<file path="config.mk">
export PLATFORM = sky130hd
export DESIGN_NAME = syn_pc_bp
export DESIGN_NICKNAME = d
export VERILOG_FILES = /design/src/rtl/pc_bp_pkg.sv /design/src/rtl/syn_pc_bp_btb.sv /design/src/rtl/syn_pc_bp.sv
export SDC_FILE = /design/constraint.sdc
export NUM_CORES = 1
export LEC_CHECK = 0
export CAP_MARGIN = 15
export CELL_PAD_IN_SITES_DETAIL_PLACEMENT = 0
export CELL_PAD_IN_SITES_GLOBAL_PLACEMENT = 2
export CORE_MARGIN = 2
export CORE_UTILIZATION = 48
export CTS_CLUSTER_DIAMETER = 200
export CTS_CLUSTER_SIZE = 16
export DETAILED_ROUTE_END_ITERATION = 6
export PLACE_DENSITY_LB_ADDON = 0.1
export SYNTH_ARGS = -nofsm -noshare
export SYNTH_HDL_FRONTEND = slang
export SYNTH_SLANG_ARGS = --single-unit
</file>
<file path="constraint.sdc">
create_clock -name clk -period 7.5 [get_ports clk]
set_input_delay 2.25 -clock clk [delete_from_list [all_inputs] [get_ports clk]]
set_output_delay 2.25 -clock clk [all_outputs]
set_load 0.05 [all_outputs]
</file>
<file path="src/rtl/pc_bp_pkg.sv">
// Shared widths and direction-counter helpers for the fetch PC / BTB slice.
package pc_bp_pkg;

    localparam int IMEM_ADDR_W = 10;

    function automatic int idx_w(input int depth);
        return $clog2(depth);
    endfunction

    function automatic int ctr_max(input int w);
        return (1 << w) - 1;
    endfunction

    function automatic int ctr_inc(input int c, input int w);
        return (c >= ctr_max(w)) ? ctr_max(w) : c + 1;
    endfunction

    function automatic int ctr_dec(input int c);
        return (c == 0) ? 0 : c - 1;
    endfunction

    function automatic int ctr_weak_taken(input int w);
        return 1 << (w - 1);
    endfunction

    function automatic int ctr_weak_nt(input int w);
        return (1 << (w - 1)) - 1;
    endfunction

endpackage

</file>
<file path="src/rtl/syn_pc_bp_btb.sv">
// Direct-mapped BTB: combinational tag-checked lookup, synchronous allocate/saturate update.
module syn_btb
    import pc_bp_pkg::*;
#(
    parameter int ADDR_W    = IMEM_ADDR_W,
    parameter int BTB_DEPTH = 16,
    parameter int CTR_W     = 2
) (
    input  logic              clk,
    input  logic              rst,
    input  logic [ADDR_W-1:0] lk_pc,
    output logic              lk_hit,
    output logic              lk_taken,
    output logic [ADDR_W-1:0] lk_target,
    input  logic              upd_en,
    input  logic [ADDR_W-1:0] upd_pc,
    input  logic              upd_taken,
    input  logic [ADDR_W-1:0] upd_target
);
    localparam int IDX_W = idx_w(BTB_DEPTH);
    localparam int TAG_W = ADDR_W - IDX_W;
    localparam logic [CTR_W-1:0] CTR_WT  = CTR_W'(ctr_weak_taken(CTR_W));
    localparam logic [CTR_W-1:0] CTR_WNT = CTR_W'(ctr_weak_nt(CTR_W));

    logic [BTB_DEPTH-1:0]             valid_q, valid_d;
    logic [BTB_DEPTH-1:0][CTR_W-1:0]  ctr_q, ctr_d;
    logic [BTB_DEPTH-1:0][TAG_W-1:0]  tag_q, tag_d;
    logic [BTB_DEPTH-1:0][ADDR_W-1:0] tgt_q, tgt_d;

    logic [IDX_W-1:0] lk_idx, up_idx;
    logic [TAG_W-1:0] lk_tag, up_tag;
    logic             up_hit;

    assign lk_idx    = lk_pc[IDX_W-1:0];
    assign lk_tag    = lk_pc[ADDR_W-1:IDX_W];
    assign lk_hit    = valid_q[lk_idx] & (tag_q[lk_idx] == lk_tag);
    assign lk_taken  = lk_hit & ctr_q[lk_idx][CTR_W-1];
    assign lk_target = tgt_q[lk_idx];

    assign up_idx = upd_pc[IDX_W-1:0];
    assign up_tag = upd_pc[ADDR_W-1:IDX_W];
    assign up_hit = valid_q[up_idx] & (tag_q[up_idx] == up_tag);

    always_comb begin
        valid_d = valid_q;
        ctr_d   = ctr_q;
        tag_d   = tag_q;
        tgt_d   = tgt_q;
        if (upd_en) begin
            if (up_hit) begin
                ctr_d[up_idx] = upd_taken ? CTR_W'(ctr_inc(int'(ctr_q[up_idx]), CTR_W))
                                          : CTR_W'(ctr_dec(int'(ctr_q[up_idx])));
                if (upd_taken) tgt_d[up_idx] = upd_target;
            end else if (upd_taken) begin
                // Miss on a taken branch claims the slot, evicting any alias.
                valid_d[up_idx] = 1'b1;
                tag_d[up_idx]   = up_tag;
                tgt_d[up_idx]   = upd_target;
                ctr_d[up_idx]   = CTR_WT;
            end
        end
    end

    always_ff @(posedge clk or posedge rst) begin
        if (rst) begin
            valid_q <= '0;
            ctr_q   <= {BTB_DEPTH{CTR_WNT}};
        end else begin
            valid_q <= valid_d;
            ctr_q   <= ctr_d;
        end
    end

    // Tags/targets are only meaningful behind a valid bit, so they carry no reset.
    always_ff @(posedge clk) begin
        tag_q <= tag_d;
        tgt_q <= tgt_d;
    end

endmodule

</file>
<file path="src/rtl/syn_pc_bp.sv">
// Fetch program counter with BTB prediction, mispredict redirect and saturating perf counters.
module syn_pc_bp
    import pc_bp_pkg::*;
#(
    parameter int ADDR_W    = IMEM_ADDR_W,
    parameter int BTB_DEPTH = 16,
    parameter int CTR_W     = 2,
    parameter int RESET_PC  = 0,
    parameter int PERF_W    = 16
) (
    input  logic              clk,
    input  logic              rst,
    input  logic              en,
    input  logic              stall,
    input  logic              res_valid,
    input  logic [ADDR_W-1:0] res_pc,
    input  logic              res_taken,
    input  logic [ADDR_W-1:0] res_target,
    input  logic              res_mispredict,
    output logic [ADDR_W-1:0] pc,
    output logic [ADDR_W-1:0] pc_4,
    output logic              pred_taken,
    output logic [ADDR_W-1:0] pred_target,
    output logic              flush,
    output logic [PERF_W-1:0] perf_res,
    output logic [PERF_W-1:0] perf_miss
);
    logic [ADDR_W-1:0] pc_q, pc_d;
    logic [PERF_W-1:0] perf_res_q, perf_res_d, perf_miss_q, perf_miss_d;
    logic              res_acc;
    logic              bt_hit;
    logic [ADDR_W-1:0] bt_target;

    syn_btb #(
        .ADDR_W   (ADDR_W),
        .BTB_DEPTH(BTB_DEPTH),
        .CTR_W    (CTR_W)
    ) u_btb (
        .clk       (clk),
        .rst       (rst),
        .lk_pc     (pc_q),
        .lk_hit    (bt_hit),
        .lk_taken  (pred_taken),
        .lk_target (bt_target),
        .upd_en    (res_acc),
        .upd_pc    (res_pc),
        .upd_taken (res_taken),
        .upd_target(res_target)
    );

    assign res_acc     = en & res_valid;
    assign flush       = res_acc & res_mispredict;
    assign pc          = pc_q;
    assign pc_4        = pc_q + ADDR_W'(1);
    assign pred_target = bt_hit ? bt_target : pc_4;
    assign perf_res    = perf_res_q;
    assign perf_miss   = perf_miss_q;

    always_comb begin
        pc_d = pc_q;
        if (!en)        pc_d = pc_q;
        else if (flush) pc_d = res_taken ? res_target : res_pc + ADDR_W'(1);
        else if (stall) pc_d = pc_q;
        else            pc_d = pred_taken ? pred_target : pc_4;
    end

    always_comb begin
        perf_res_d  = perf_res_q;
        perf_miss_d = perf_miss_q;
        if (res_acc && perf_res_q != '1) perf_res_d = perf_res_q + PERF_W'(1);
        if (flush && perf_miss_q != '1)  perf_miss_d = perf_miss_q + PERF_W'(1);
    end

    always_ff @(posedge clk or posedge rst) begin
        if (rst) begin
            pc_q        <= ADDR_W'(RESET_PC);
            perf_res_q  <= '0;
            perf_miss_q <= '0;
        end else begin
            pc_q        <= pc_d;
            perf_res_q  <= perf_res_d;
            perf_miss_q <= perf_miss_d;
        end
    end

endmodule

</file>
==> reports/metrics.yaml, run 1 <==
outcome: "complete, no violations"
comb_area_share_pct: 32.2
startpoint: "pc[2]"
crit_cells: 10
synth-adder-area-share_pct: 0.601
synthTopCellsByCount: "256 x edfxtp_1, 109 x mux4_2, 74 x dfrtp_1"
critical_path.endpoint: "pred_taken"
warning_count: 29
postSynth.asyncResetShare_pct: 26.0
die-area_um2: 35300
top_logic_kind: "multiplexers"
initCoreUtil_pct: 48.6
cp_common_cell: "buf_4"
min_delay_path_depth: 1
synthDistinctLibCells: 51
regArea_um2: 9970
ff_type: "edfxtp_1"
nMultiInputCombCells: 623
ys_sh_xor_pct: 3.29
area_delta_synth_final_pct: 13.1
ff2ff_path_depth: 8
ff_count: 346
netlist_area_um2: 16200
place.gp.congestion: 0.839
critPathKind: "reg2out"
core_area_um2: 33400
fin_area_um2: 18400
edf_count: 256
hpwl_um: 30000
p_comb_share_pct: 32.1
tns_ns: 0
relSlewSlack_pct: 18.4
pg_seq_w: 0.00233
top_cell: "edfxtp_1"
antenna_found_initial: 0
first_pass_iters: 6
clkCellAreaFrac_pct: 3.95
place_area_um2: 17600
overflow: 0
internal-power_w: 0.00349
vias_per_cell: 6.23
ys_sh_simple_pct: 6.84
nonClkBufAreaFrac_pct: 6.14
cts.path.max_buffers: 3
grt_pass1_vias: 10076
sh_seq_area_pct: 54.3
power_density_nw_per_um2: 290
grt_pass1_wl_um: 66800
seqPwrFrac_pct: 43.6
synth.largest_area_cell: "edfxtp_1"
switching_share_pct: 34.6
rsz0062_at_grt: "no"
yosysChipArea_um2: 16200
cts_buffers: 25
p_comb_w: 0.00171
arrival_ns: 4.44
drc: 0
min_path_type: "reg2reg"
grt_max_degree: 54
placementRows: 67
power.leakage_nw: 6.43
required_ns: 5.25
cts_hold_buf: 0
fmax_mhz: 149
cp_slowest_stage_delay_ns: 0.90
-- run 1: registers in the layout (all words and copies together) (netlist names) --
name	flops
pc	10
u_btb.tgt_q	160
perf_res	16
u_btb.tag_q	96
perf_miss	16
u_btb.valid_q	16
u_btb.ctr_q	32
-- run 1: through the flow --
step,power [W],setup WS [ns],std cells
after CTS,0.00536,0.782,1604
after global placement,0.00408,1.16,1557
final,0.00534,0.809,1605
after detailed placement,0.00408,1.24,1558
after global routing,0.00555,0.560,1605
after floorplan,0.00353,1.60,1055
-- run 1: metal layers --
layer | global-route usage [%] | up-vias | part of all wire (%)
met3 | 4.87 | 63 | 6.8
met2 | 39.6 | 395 | 46
met1 | 37.6 | 5199 | 45
met5 | 0 | - | 0
met4 | 6.03 | 0 | 2.2
li1 | - | 4348 | -
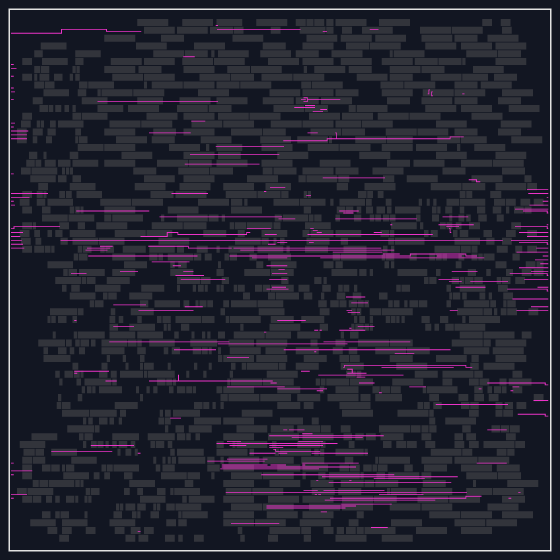
run_1/met3.png
The layer carries 3,050 µm of wire. The layer holds 6.8% of the routed length.
vias: 10,005
Routed WL: 44,800 µm
GRT met3 Usage: 4.87%

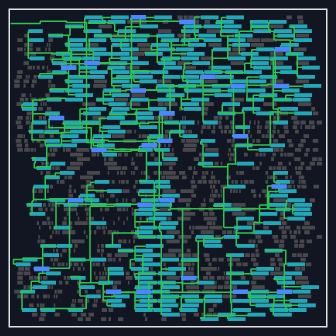
run_1/clock_map.png
Blue shows cells driving clock nets, count 25. Green shows clock wires, length 4,070 µm. Cyan shows flip-flops, count 346.
Position of the flops: all over the die.
clock power share: 24.3%
clk pwr: 0.00130 W
clk_skew: 0.0165 ns

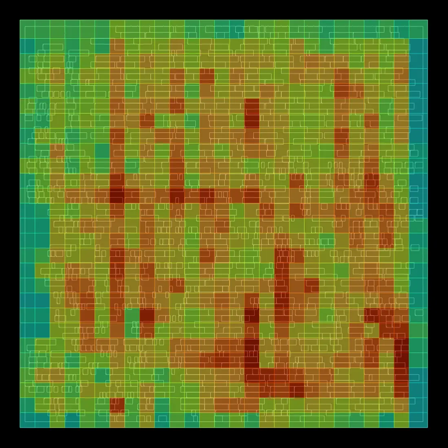
run_1/final_congestion.png
most used routing layer: met2
met2 Use GR: 39.6%
routed wire length per instance: 27.9 µm

==> run 2: changes to the inputs <==
--- a/config.mk
+++ b/config.mk
@@ -9,7 +9,7 @@
 export CELL_PAD_IN_SITES_DETAIL_PLACEMENT = 0
 export CELL_PAD_IN_SITES_GLOBAL_PLACEMENT = 2
 export CORE_MARGIN = 2
-export CORE_UTILIZATION = 48
+export CORE_UTILIZATION = 30
 export CTS_CLUSTER_DIAMETER = 200
 export CTS_CLUSTER_SIZE = 16
 export DETAILED_ROUTE_END_ITERATION = 6
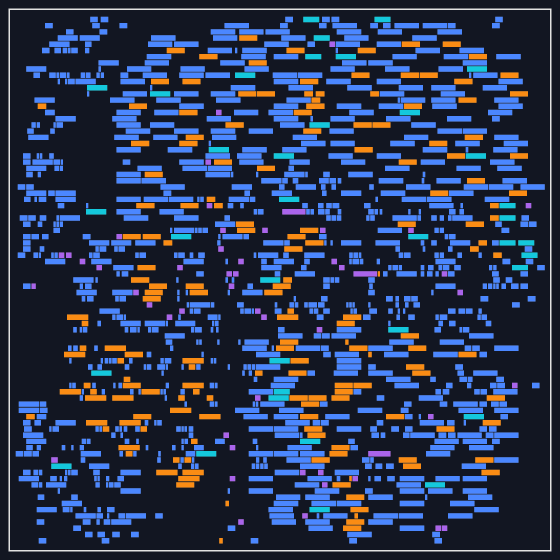
run_2/drive_strength.png
Blue shows drive 1 or less, cells 917. Orange shows drive 2, cells 166. Cyan shows drive 6 and up, cells 36. Purple shows drive 3 to 4, cells 50.
Non-CTS buffers: 137
Syn-to-layout area delta: 16.2%

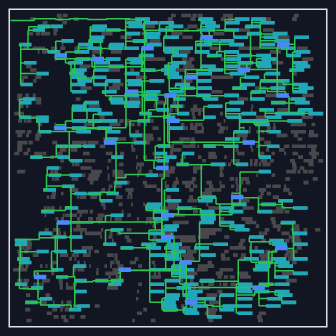
run_2/clock_map.png
Green shows clock wires, length 4,960 µm. Blue shows cells driving clock nets, count 25. Cyan shows flip-flops, count 346.
There are 26 routed clock nets.
clk_skew: 0.0162 ns
clk pwr: 0.00134 W
Latency at later pin: 0.58 ns

==> run 2 against run 1 <==
Via count decreased by 0.73%. Area after synthesis unchanged. Sequential cell count unchanged. Critical path type unchanged. Largest cell class unchanged. Largest power group unchanged.
==> reports/metrics.yaml, run 2 <==
fin_crit_sh_pct: 89.1
synthCells: 1055
edf_count: 256  # unchanged
synth.largest_area_cell: "edfxtp_1"
instances_no_fill: 1865  # +16%
synth_stat.cells: 1055
switchingPower_w: 0.00196
ys_sh_aoi_pct: 6.89
rsz0062_at_grt: "no"
outcome: "complete, no violations"
place_inst: 1818  # +17%
busiest_layer: "met2"
final_cell_mix: "256 x edfxtp_1, 109 x mux4_2, 77 x clkdlybuf4s50_1, 71 x dfrtp_1, 69 x nand2_1"
cp_common_cell: "o21ai_0"
ff2ff_path_depth: 7  # -1
rr_endpoint: "pc[0]"
antenna_found_initial: 1  # +1
cts_tree: "built"
yosysChipArea_um2: 16200  # unchanged
top_logic_kind: "multiplexers"
top_cells_by_area: "edfxtp_1 47%, mux4_2 15%, dfrtp_1 11%"
wl_met1_um: 23800  # +19%
slowest_stage: "dfrtp_4"
synthTopCellsByCount: "256 x edfxtp_1, 109 x mux4_2, 74 x dfrtp_1"
power.leakage_nw: 6.54  # +1.7%
hold_viol: 0
drive_gt1_share_pct: 21.6
grt_max_degree: 57  # +5.6%
fin_area_um2: 18900  # +2.8%
p_comb_w: 0.00183  # +7%
power_density_nw_per_um2: 292  # +0.60%
place.gp.congestion: 0.760  # -9.5%
top_cell: "edfxtp_1"
drtIter0Drc: 749
overflow: 0  # unchanged
die-area_um2: 56000  # +59%
regMostFlops: "u_btb.tgt_q"
min_path_type: "reg2reg"
cts_root_buf: "clkbuf_16"
drc: 0  # unchanged
netlist_area_um2: 16200  # unchanged
place_area_um2: 18100  # +2.9%
start_kind: "flop"
route.met2.wl_um: 25400  # +22%
synth-adder-area-share_pct: 0.601  # unchanged
vias_per_cell: 5.33  # -15%
pg_seq_w: 0.00235  # about the same
worst_pin_slew_ns: 1.17
cts_buffers: 25  # unchanged
critPathKind: "reg2out"
grt_pass1_wl_um: 75800  # +13%
vias: 9932  # -0.73%
p_comb_share_pct: 33.1  # +1.0 points
min_delay_path_depth: 1  # unchanged
fmax_mhz: 150  # +0.16%
ioPinCount: 91
worst_slack_ns: 0.819  # +0.0106 ns
internal-power_w: 0.00356  # +2.0%
cap_violations: 0
wirelength_um: 52300  # +17%
cp_slowest_stage_delay_ns: 0.89  # about the same
placementRows: 85  # +27%
avgRoutedWirePerCell_um: 28.0  # +0.42%
nets: 1184
ant_nets: 0
critical_path.endpoint: "pred_target[0]"
synthDistinctLibCells: 51  # unchanged
largestRegisters: "u_btb.tgt_q (160), u_btb.tag_q (96), u_btb.ctr_q (32)"
hpwl_um: 34800  # +16%
required_ns: 5.25  # about the same
core_area_um2: 53700  # +61%
largest_reg_flops: 160  # unchanged
grt_pass1_vias: 10381  # +3.0%
met3WireLength_um: 2360  # -23%
place_ws_ns: 1.16  # -0.0807 ns
warning_count: 29  # unchanged
switching_share_pct: 35.5  # +0.86 points
grt_use_met3_pct: 2.41  # -2.5 points
clkTransAtPathRegs_ns: 0.08
seqPwrFrac_pct: 42.6  # -1.0 points
power_frac_clock_pct: 24.3  # about the same
period_needed_ns: 6.68
tns_ns: 0  # unchanged
topRoutingLayerUsed: "met5"
startpoint: "pc[0]"
total_power_w: 0.00552  # +3.4%
cts_resized: 0
grt_util_met2_pct: 31.1  # -8.5 points
cts_hold_buf: 0  # unchanged
ff_type: "edfxtp_1"
first_pass_iters: 7  # +1
ys_sh_xor_pct: 3.29  # unchanged
grt_use_met1_pct: 26.4  # -11 points
initCoreUtil_pct: 30.2  # -18 points
ys_seq_share_pct: 61.3
ys_sh_simple_pct: 6.84  # unchanged
relSlewSlack_pct: 21.7  # +3.3 points
arrival_ns: 4.43  # about the same
postSynth.asyncResetShare_pct: 26.0  # unchanged
cts.path.max_buffers: 3  # unchanged
[run 2: logic make-up after synthesis]
logic type | Yosys count
simple gates | 229
buf+inv | 86
fa+ha+maj | 8
mux | 166
flops | 346
xor+xnor | 61
compound gates | 159
[run 2: final cells by class]
| cell class | instances | area, µm² |
|---|---|---|
| fill | 5138 | 34800 |
| clock inverter | 2 | 28.8 |
| sequential | 346 | 9970 |
| tap | 696 | 871 |
| clock buffer | 44 | 697 |
| timing repair buffer | 137 | 1330 |
| multi-input combinational | 623 | 5920 |
| inverter | 17 | 66.3 |
[run 2: critical path: cells and delay by family (launching register included)]
kind                   cells  cell delay (ns)
AOI/OAI and AO/OA          2             1.22
buffers and inverters      2             0.83
DFF                        1             0.89
muxes                      2             0.85
No activity file was given, so power comes from the tool's default toggle rates.
